met1.png
Drawn at 1 px/um. Supply wires on this layer in gray.
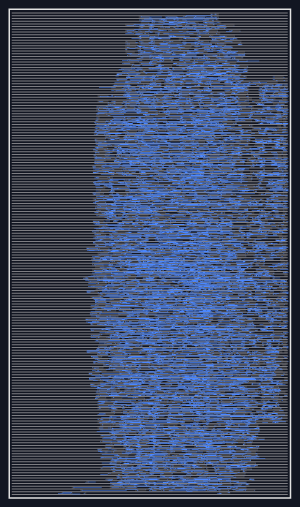
met2.png
Drawn at 1 px/um.
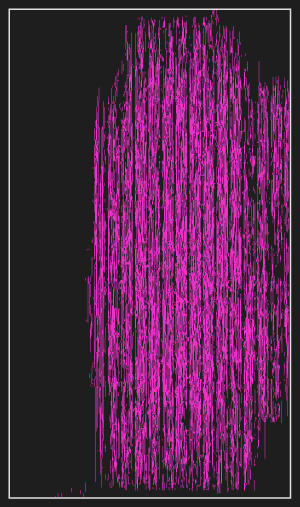
met3.png
Drawn at 1.5 px/um.
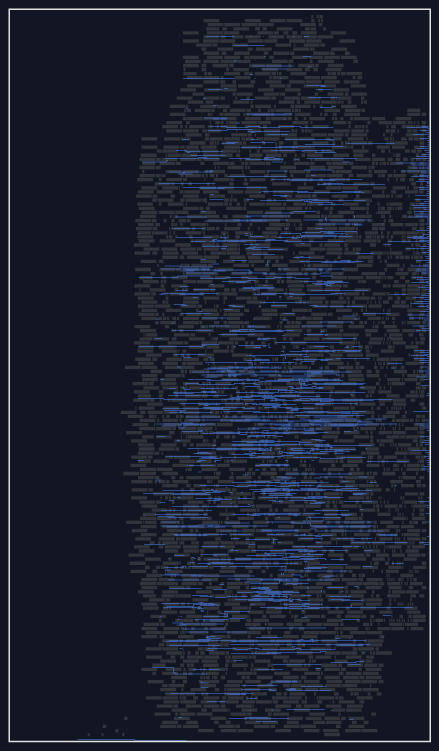
met4.png
Drawn at 1 px/um. Supply wires on this layer in gray.
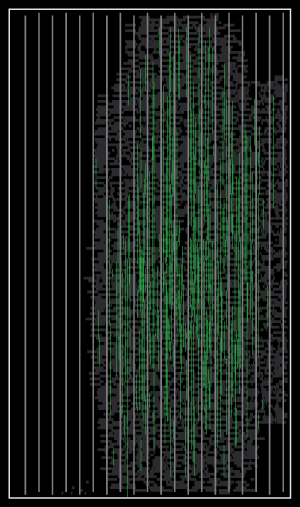
final_congestion.png
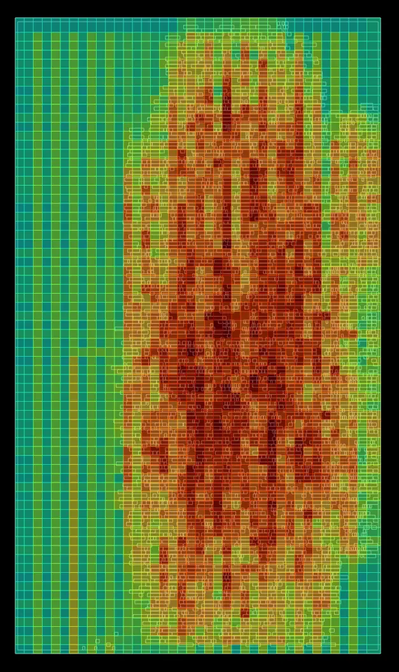
==> config.mk <==
export PLATFORM = sky130hd
export DESIGN_NAME = mac_window_feeder
export DESIGN_NICKNAME = d
export VERILOG_FILES = /design/src/rtl/mac_window_feeder.sv
export SDC_FILE = /design/constraint.sdc
export NUM_CORES = 1
export LEC_CHECK = 0
export CAP_MARGIN = 10
export CORE_ASPECT_RATIO = 1.75
export CORE_MARGIN = 1.5
export CORE_UTILIZATION = 35
export CTS_CLUSTER_SIZE = 28
export DETAILED_ROUTE_END_ITERATION = 6
export SLEW_MARGIN = 0
export SYNTH_ARGS = -nofsm -noshare
export SYNTH_HDL_FRONTEND = slang
export SYNTH_HIERARCHICAL = 1
export SYNTH_SLANG_ARGS = --single-unit
==> constraint.sdc <==
create_clock -name clk -period 8.54 [get_ports clk]
set_input_delay 2.135 -clock clk [delete_from_list [all_inputs] [get_ports clk]]
set_output_delay 2.135 -clock clk [all_outputs]
set_load 0.01 [all_outputs]
==> impl_metrics.py <==
# Auto-generated metrics
metrics = {
    "placement": {
        "post-dp-hpwl_mm": 102,
        "post-place-ws_ns": 1.88,
    },
    "clocking": {
        "path_clk_slew_ns": 0.06,
        "cts_tree": "done",
        "clockRootBuffer": "clkbuf_16",
        "clock_sinks": 1165,
        "cts_max_level": 3,
    },
    "drt": {
        "avgViaCountPerCell": 5.86,
        "wl_met3_mm": 13.4,
        "drt_iter0_markers": 3360,
        "drc": 0,
    },
    "layout": {
        "fin_util": 0.409,
        "inverters": 14,
        "dominant_cells": "registers",
        "comb_share": 0.215,
        "final_common_cell": "edfxtp_1",
        "num_antenna_cells": 1,
        "final-clk-cell-share": 0.0577,
        "n_all_buffers": 344,
        "syn_to_final_growth_pct": 15.9,
    },
    "worst_setup_path": {
        "arrival_ns": 4.34,
        "critPathKind": "in2out",
        "start_kind": "primary input",
        "cp_top_family": "buffers and inverters",
        "end_kind": "output pin",
    },
    "timing": {
        "tightest_slew_ns": 1.44,
        "fin_crit_ns": 6.47,
        "timing.hold.ws_ns": 0.475,
        "max_slew_margin": 0.0395,
        "setup_viol": 0,
    },
    "synthesis": {
        "top_cell_area_share": 0.656,
        "synth_cell_types": 87,
        "top_cell": "edfxtp_1",
        "ys_chip_area_mm2": 0.0469,
    },
    "outcome": {
        "outcome": "complete, no violations",
    },
    "die": {
        "chipHeight_um": 487,
        "fp.dieArea_mm2": 0.136,
    },
    "pwr": {
        "p_per_area_mw_per_mm2": 237,
    },
    "grt": {
        "antenna_found_initial": 7,
        "track_usage": 0.235,
    },
    "min_path": {
        "hp-class": "reg2reg",
    },
}
About met1.png:
The longest straight run is 86.0 um. 3179 nets have wire on it.
via count: 29800
Total Wirelength: 162 mm
met1 GRT Util: 0.255

About met2.png:
2786 nets have wire on it. The layer holds 49% of the routed length. The longest straight run is 220 um. The wires run mostly vertical. The layer carries 79.1 mm of wire.
GR Util met2: 0.398

About met3.png:
The wires run mostly horizontal. The longest straight run is 131 um. The layer carries 13400 um of wire. The layer holds 8.3% of the routed length. 480 nets have wire on it.
met3 Use GR: 0.0456

About met4.png:
The longest straight run is 246 um. 144 nets have wire on it. The layer holds 9.4% of the routed length. The layer carries 15300 um of wire. The wires run mostly vertical.

About final_congestion.png:
Routed WL per cell: 31.8 um
gr busiest metal: met2

## power by group
part	leakage, nW	internal (W)	switching, W	total (W)
clock	1.52	0.00243	0.00208	0.00451
combinational	5.43	0.000568	0.00127	0.00184
sequential	11.0	0.00642	0.000101	0.00652
## cell families (layout without fill, tap and decap cells)
| family | Yosys count | in the layout | synth area share |
|---|---|---|---|
| AND/OR/NAND/NOR | 727 | 727 | 0.0796 |
| other | 0 | 1 | 0 |
| AND-OR/OR-AND | 690 | 690 | 0.103 |
| adder cells (fa/ha/maj) | 9 | 9 | 0.00240 |
| XOR/XNOR | 2 | 2 | 0.000374 |
| multiplexers | 256 | 256 | 0.0585 |
| buffers and inverters | 231 | 535 | 0.0246 |
| flip-flops | 1165 | 1165 | 0.731 |
Power and IR drop assume default switching activity.
